`config.mk`:
```
export PLATFORM = sky130hd
export DESIGN_NAME = io_port_responder
export DESIGN_NICKNAME = d
export VERILOG_FILES = /design/src/rtl/io_port_pkg.sv /design/src/rtl/io_sync_fifo.sv /design/src/rtl/io_port_responder.sv
export SDC_FILE = /design/constraint.sdc
export NUM_CORES = 1
export LEC_CHECK = 0
export CAP_MARGIN = 5
export CORE_UTILIZATION = 56
export DETAILED_ROUTE_END_ITERATION = 8
export GPL_TIMING_DRIVEN = 1
export PLACE_DENSITY = 0.9
export SETUP_SLACK_MARGIN = 0.02
export SLEW_MARGIN = 30
export SYNTH_ARGS = -nofsm -noshare
export SYNTH_HDL_FRONTEND = slang
export SYNTH_HIERARCHICAL = 1
export SYNTH_SLANG_ARGS = --single-unit
```
`constraint.sdc`:
```
create_clock -name clk100 -period 3.4 [get_ports clk100]
set_clock_uncertainty 0.1 [all_clocks]
set_input_delay 0.68 -clock clk100 [delete_from_list [all_inputs] [get_ports clk100]]
set_output_delay 0.68 -clock clk100 [all_outputs]
set_load 0.005 [all_outputs]
```
`src/rtl/io_port_pkg.sv`:
```
`default_nettype none
// ============================================================================
// Module      : io_port_pkg
// Description : Port map and STATUS bit positions for io_port_responder.
// Revision    : 1.0 - initial release
// ============================================================================
package io_port_pkg;

    localparam logic [7:0] GPIO_OUT0 = 8'h00;
    localparam logic [7:0] GPIO_OUT1 = 8'h01;
    localparam logic [7:0] GPIO_OUT2 = 8'h02;
    localparam logic [7:0] GPIO_OUT3 = 8'h03;
    localparam logic [7:0] GPIO_IN   = 8'h04;
    localparam logic [7:0] TX_DATA   = 8'h10;
    localparam logic [7:0] RX_DATA   = 8'h11;
    localparam logic [7:0] STATUS    = 8'h12;
    localparam logic [7:0] IRQ_MASK  = 8'h13;

    localparam int c_st_tx_full       = 7;
    localparam int c_st_tx_empty      = 6;
    localparam int c_st_rx_full       = 5;
    localparam int c_st_rx_empty      = 4;
    localparam int c_st_tx_drop       = 3;
    localparam int c_st_rx_underflow  = 2;

endpackage
`default_nettype wire

```
`src/rtl/io_sync_fifo.sv`:
```
`default_nettype none
// ============================================================================
// Module      : io_sync_fifo
// Description : First-word-fall-through synchronous FIFO, wrap-bit pointers.
// Revision    : 1.0 - initial release
// ============================================================================
module io_sync_fifo #(
    parameter int WIDTH = 8,
    parameter int DEPTH = 8,
    parameter int AW    = 3
) (
    input  logic             clk,
    input  logic             rst_n,
    input  logic             i_push,
    input  logic [WIDTH-1:0] i_data,
    input  logic             i_pop,
    output logic [WIDTH-1:0] o_head,
    output logic             o_full,
    output logic             o_empty
);

    logic [WIDTH-1:0] r_mem [DEPTH];
    logic [AW:0]      r_wptr;
    logic [AW:0]      r_rptr;

    // Callers only assert i_push when not full (or popping) and i_pop when not empty.
    always_ff @(posedge clk or negedge rst_n) begin
        if (!rst_n) begin
            r_wptr <= '0;
            r_rptr <= '0;
        end else begin
            if (i_push) r_wptr <= r_wptr + {{AW{1'b0}}, 1'b1};
            if (i_pop)  r_rptr <= r_rptr + {{AW{1'b0}}, 1'b1};
        end
    end

    always_ff @(posedge clk) begin
        if (i_push) r_mem[r_wptr[AW-1:0]] <= i_data;
    end

    assign o_head  = r_mem[r_rptr[AW-1:0]];
    assign o_empty = (r_wptr == r_rptr);
    assign o_full  = (r_wptr[AW] != r_rptr[AW]) &&
                     (r_wptr[AW-1:0] == r_rptr[AW-1:0]);

endmodule
`default_nettype wire

```
`src/rtl/io_port_responder.sv`:
```
`default_nettype none
// ============================================================================
// Module      : io_port_responder
// Description : IO-bus responder: GPIO, TX/RX byte FIFOs, STATUS, optional IRQ
//               (IRQ logic built only when IO_RESPONDER_IRQ_EN is defined).
// Revision    : 1.0 - initial release
// ============================================================================
module io_port_responder
    import io_port_pkg::*;
#(
    parameter int FIFO_DEPTH = 8,
    parameter int FIFO_AW    = 3
) (
    input  logic        clk100,
    input  logic        reset,
    input  logic [7:0]  IO_port_ID,
    input  logic [7:0]  IO_write_data,
    input  logic        IO_write_strobe,
    input  logic        IO_read_strobe,
    output logic [7:0]  IO_read_data,
    output logic [31:0] gpio_out,
    input  logic [7:0]  gpio_in,
    output logic [7:0]  tx_data,
    output logic        tx_valid,
    input  logic        tx_ready,
    input  logic [7:0]  rx_data,
    input  logic        rx_valid,
    output logic        rx_ready,
    output logic        irq
);

    logic        w_tx_full, w_tx_empty, w_rx_full, w_rx_empty;
    logic [7:0]  w_tx_head, w_rx_head;
    logic        w_wr_tx, w_tx_pop, w_tx_push;
    logic        w_rd_rx, w_rx_pop, w_rx_push;
    logic        w_status_wr;
    logic [7:0]  w_status;
    logic [7:0]  w_irq_mask_rd;
    logic [31:0] r_gpio_out;
    logic [7:0]  r_gpio_meta, r_gpio_sync;
    logic        r_tx_drop, r_rx_underflow;

    assign w_tx_pop    = !w_tx_empty && tx_ready;
    assign w_wr_tx     = IO_write_strobe && (IO_port_ID == TX_DATA);
    assign w_tx_push   = w_wr_tx && (!w_tx_full || w_tx_pop);
    assign w_rd_rx     = IO_read_strobe && (IO_port_ID == RX_DATA);
    assign w_rx_pop    = w_rd_rx && !w_rx_empty;
    assign w_rx_push   = rx_valid && !w_rx_full;
    assign w_status_wr = IO_write_strobe && (IO_port_ID == STATUS);

    io_sync_fifo #(.WIDTH(8), .DEPTH(FIFO_DEPTH), .AW(FIFO_AW)) u_tx_fifo (
        .clk     (clk100),
        .rst_n   (reset),
        .i_push  (w_tx_push),
        .i_data  (IO_write_data),
        .i_pop   (w_tx_pop),
        .o_head  (w_tx_head),
        .o_full  (w_tx_full),
        .o_empty (w_tx_empty)
    );

    io_sync_fifo #(.WIDTH(8), .DEPTH(FIFO_DEPTH), .AW(FIFO_AW)) u_rx_fifo (
        .clk     (clk100),
        .rst_n   (reset),
        .i_push  (w_rx_push),
        .i_data  (rx_data),
        .i_pop   (w_rx_pop),
        .o_head  (w_rx_head),
        .o_full  (w_rx_full),
        .o_empty (w_rx_empty)
    );

    assign tx_valid = !w_tx_empty;
    assign tx_data  = w_tx_head;
    assign rx_ready = !w_rx_full;
    assign gpio_out = r_gpio_out;

    always_ff @(posedge clk100 or negedge reset) begin
        if (!reset) begin
            r_gpio_out     <= '0;
            r_gpio_meta    <= '0;
            r_gpio_sync    <= '0;
            r_tx_drop      <= 1'b0;
            r_rx_underflow <= 1'b0;
        end else begin
            r_gpio_meta <= gpio_in;
            r_gpio_sync <= r_gpio_meta;
            if (IO_write_strobe) begin
                case (IO_port_ID)
                    GPIO_OUT0: r_gpio_out[7:0]   <= IO_write_data;
                    GPIO_OUT1: r_gpio_out[15:8]  <= IO_write_data;
                    GPIO_OUT2: r_gpio_out[23:16] <= IO_write_data;
                    GPIO_OUT3: r_gpio_out[31:24] <= IO_write_data;
                    default: ;
                endcase
            end
            // Sticky set takes priority over a same-edge W1C clear.
            if (w_wr_tx && w_tx_full && !w_tx_pop)
                r_tx_drop <= 1'b1;
            else if (w_status_wr && IO_write_data[c_st_tx_drop])
                r_tx_drop <= 1'b0;
            if (w_rd_rx && w_rx_empty)
                r_rx_underflow <= 1'b1;
            else if (w_status_wr && IO_write_data[c_st_rx_underflow])
                r_rx_underflow <= 1'b0;
        end
    end

`ifdef IO_RESPONDER_IRQ_EN
    logic [1:0] r_irq_mask;
    logic       r_irq;

    always_ff @(posedge clk100 or negedge reset) begin
        if (!reset) begin
            r_irq_mask <= 2'b00;
            r_irq      <= 1'b0;
        end else begin
            if (IO_write_strobe && (IO_port_ID == IRQ_MASK))
                r_irq_mask <= IO_write_data[1:0];
            r_irq <= (r_irq_mask[0] && !w_rx_empty) || (r_irq_mask[1] && r_tx_drop);
        end
    end

    assign irq           = r_irq;
    assign w_irq_mask_rd = {6'b000000, r_irq_mask};
`else
    assign irq           = 1'b0;
    assign w_irq_mask_rd = 8'h00;
`endif

    always_comb begin
        w_status                    = 8'h00;
        w_status[c_st_tx_full]      = w_tx_full;
        w_status[c_st_tx_empty]     = w_tx_empty;
        w_status[c_st_rx_full]      = w_rx_full;
        w_status[c_st_rx_empty]     = w_rx_empty;
        w_status[c_st_tx_drop]      = r_tx_drop;
        w_status[c_st_rx_underflow] = r_rx_underflow;
    end

    // Zero-latency read mux; an empty RX FIFO reads as 0x00 rather than stale storage.
    always_comb begin
        IO_read_data = 8'h00;
        case (IO_port_ID)
            GPIO_OUT0: IO_read_data = r_gpio_out[7:0];
            GPIO_OUT1: IO_read_data = r_gpio_out[15:8];
            GPIO_OUT2: IO_read_data = r_gpio_out[23:16];
            GPIO_OUT3: IO_read_data = r_gpio_out[31:24];
            GPIO_IN:   IO_read_data = r_gpio_sync;
            RX_DATA:   IO_read_data = w_rx_empty ? 8'h00 : w_rx_head;
            STATUS:    IO_read_data = w_status;
            IRQ_MASK:  IO_read_data = w_irq_mask_rd;
            default: ;
        endcase
    end

endmodule
`default_nettype wire

```
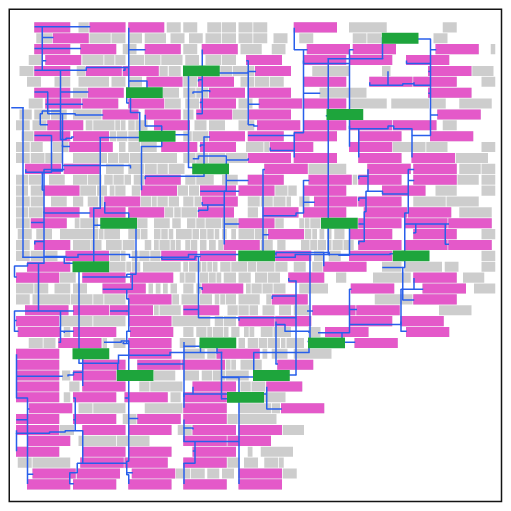
Figure 1: run 1, clock network drawn from the DEF.
Drawn at 4 px/micron.
Key: flip-flops = magenta [count 194]; clock wires = blue [length 1,910 microns]; clock drivers = green [count 17]
There are 18 routed clock nets.

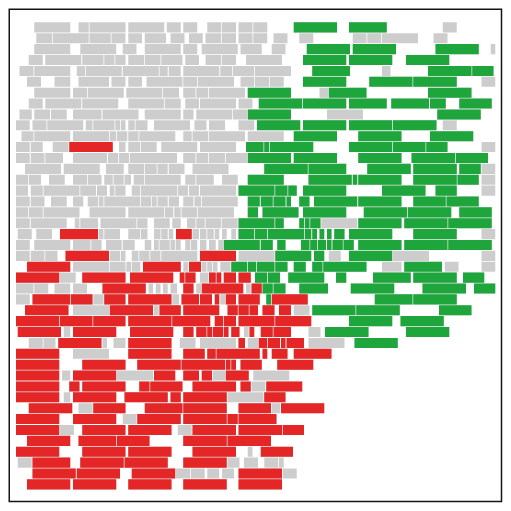
Figure 2: run 1, cells coloured by instance.
Drawn at 4 px/micron. Other cells in grey.
Key: `u_tx_fifo` = green [cells 140]; `u_rx_fifo` = red [cells 145]
Another 329 cells are not coloured.
die area: 15,000 sq um
non-filler instance count after layout: 794
Util after Layout: 72.4%

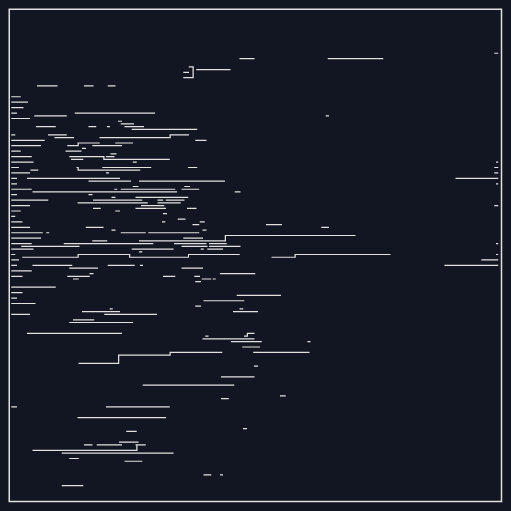
Figure 3: run 1, the metal 3 layer.
Drawn at 4 px/micron.
The layer holds 6.4% of the routed length. 128 nets have wire on it. The layer carries 1,220 microns of wire.

==> results.cfg, run 1 <==
; yosys + openroad results
[timing]
final-setup-viol-count = 0
hold_viol = 0
period_minus_slack_ps = 3280
fmax_ghz = 0.305
slew_violations = 0

[die]
die_h_microns = 123
die_w_microns = 123
ios = 89

[worst_setup_path]
crit_fanout = 6
critical-path-top-delay-family = buffers and inverters
worstPathCellList = buf_8, xor2_2, nor4b_2, buf_4, nor2_4, buf_4, nand2_1, nand2_1, dlygate4sd2_1
worst-path-buf-inv = 4
critical_path_class = flip-flop to output pin
reg2reg_slack_ps = 700
rr_worst_depth = 7
start_kind = flip-flop

[layout]
comb_share_pct = 25.2
seq-cell-share_pct = 54.1
fin_area_sq_um = 10200
buf_share_pct = 12.8
seq_area_sq_um = 5500
antennaDiodeCount = 0
comb.multi_input.count = 245
largest_class = registers

[cts]
cts_tree = yes
cts_root_buffer = clkbuf_16
cts-hold-fix-buffers = 1
clkLatencyLatePin_ps = 430
clock-sinks = 194
cts.htree.levels = 4

[routing]
drcViolationCount = 0
antenna_left = 0
via_per_inst = 6.14
wl_met3_microns = 1220
first_pass_iters = 5
dr_wl_met2_microns = 9990
wirelength_microns = 19200
top_layer = met4
wire_per_inst_microns = 24.1

[placed_design]
post-place-ws_ps = -145
placed_cell_area_sq_um = 9430
place.gp.congestion = 0.877
hpwl_microns = 12000

[worst_hold_path]
whs_path_depth = 0

[synthesis]
yosys_area_sq_um = 8150
syn_area_per_cell_sq_um = 17.5
ys_seq_share_pct = 67.4
synth-seq-cells = 194
syn_inst = 466
synth_area_sq_um = 8150
synthArstFlopShare_pct = 34.0
top_cell = edfxtp_1
fa_ha_area_share_pct = 0.614

[pwr]
p_leak_uw = 0.00399
powerComb_uw = 1340
power.total_uw = 6100
top_power_group = sequential cells
p_int_uw = 4460
p_switching_uw = 1640
clkPwrFrac_pct = 31.0
clk-power_uw = 1890

[status]
outcome = finished clean

[global_routing]
grtUsageMet2_pct = 47.5
grt_pass1_vias = 5278
track_usage_pct = 27.7
grt_pass1_wl_microns = 29300
Figure 4. Logic cells by family (run 1).
Drawn at 2 px/micron.
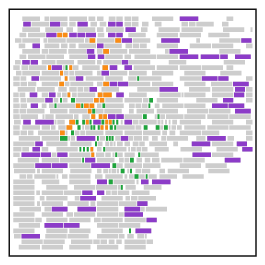

--- run 2 (diff from run 1) ---
CELL_PAD_IN_SITES_DETAIL_PLACEMENT = 0   (was not set)
CELL_PAD_IN_SITES_GLOBAL_PLACEMENT = 2   (was not set)
CORE_UTILIZATION = 42   (was 56)
PLACE_DENSITY = 0.91   (was 0.9)
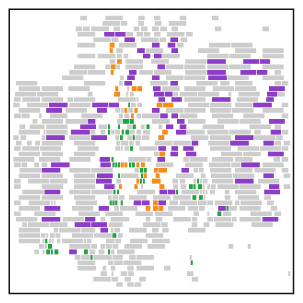
Figure 5: run 2, logic cells by family.
Drawn at 2 px/micron.
Key: aoi and oai cells = orange [cells 34, most used a22oi_1]; nand cells = green [cells 50, most used nand2_1]; mux cells = purple [cells 92, most used mux2_2]
Comb area share: 24.7%
non-filler instance count after layout: 881

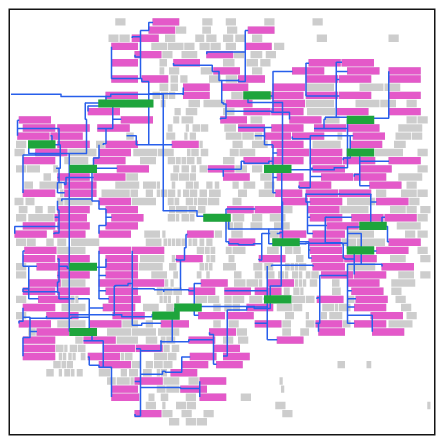
Figure 6: run 2, clock network drawn from the DEF.
Drawn at 3 px/micron.
Key: flip-flops = magenta [count 194]; clock wires = blue [length 2,020 microns]; clock drivers = green [count 17]
Position of the flops: widely spread.
Clock power frac: 31.2%
Clock group: 1870 uW
Worst-Skew Late Latency: 430 ps

==> run 2 against run 1 <==
Effect of this change:
- sequential power about the same
- worst hold slack got worse by 6.9 ps
- sequential share of layout area decreased by 0.61 points
- clock-buffer cell count increased by 4
- critical path depth unchanged
- non-clock buffer count increased by 7
- fmax decreased by 1.7%
- area after synthesis unchanged
- critical path type is now primary input to output pin
- largest power group unchanged
==> results.cfg, run 2 <==
; yosys + openroad results
[worst_setup_path]
critical_path_class = primary input to output pin
start_kind = primary input
worst-path-buf-inv = 4

[cts]
cts_root_buffer = clkbuf_16
cts-hold-fix-buffers = 0
clock-sinks = 194
cts.htree.levels = 4

[global_routing]
grt_pass1_wl_microns = 25900
track_usage_pct = 17.8
grt_pass1_vias = 4736

[placed_design]
post-place-ws_ps = -218
placed_cell_area_sq_um = 9580

[layout]
seq_area_sq_um = 5500
buf_share_pct = 13.0
post-route-util_pct = 54.4
largest_class = registers
comb.multi_input.count = 245
antennaDiodeCount = 0

[synthesis]
syn_area_per_cell_sq_um = 17.5
synth_area_sq_um = 8150
fa_ha_area_share_pct = 0.614
synthArstFlopShare_pct = 34.0
synth-seq-cells = 194

[routing]
via_per_inst = 5.15
first_pass_iters = 4
top_layer = met4
antenna_left = 0
drcViolationCount = 0

[pwr]
p_switching_uw = 1500
p_leak_uw = 0.00395
power.total_uw = 5990

[die]
die_h_microns = 141
dieArea_sq_um = 20000
ios = 89

[timing]
hold_viol = 0
fmax_ghz = 0.299

[status]
outcome = finished clean
Power and IR drop assume default switching activity.
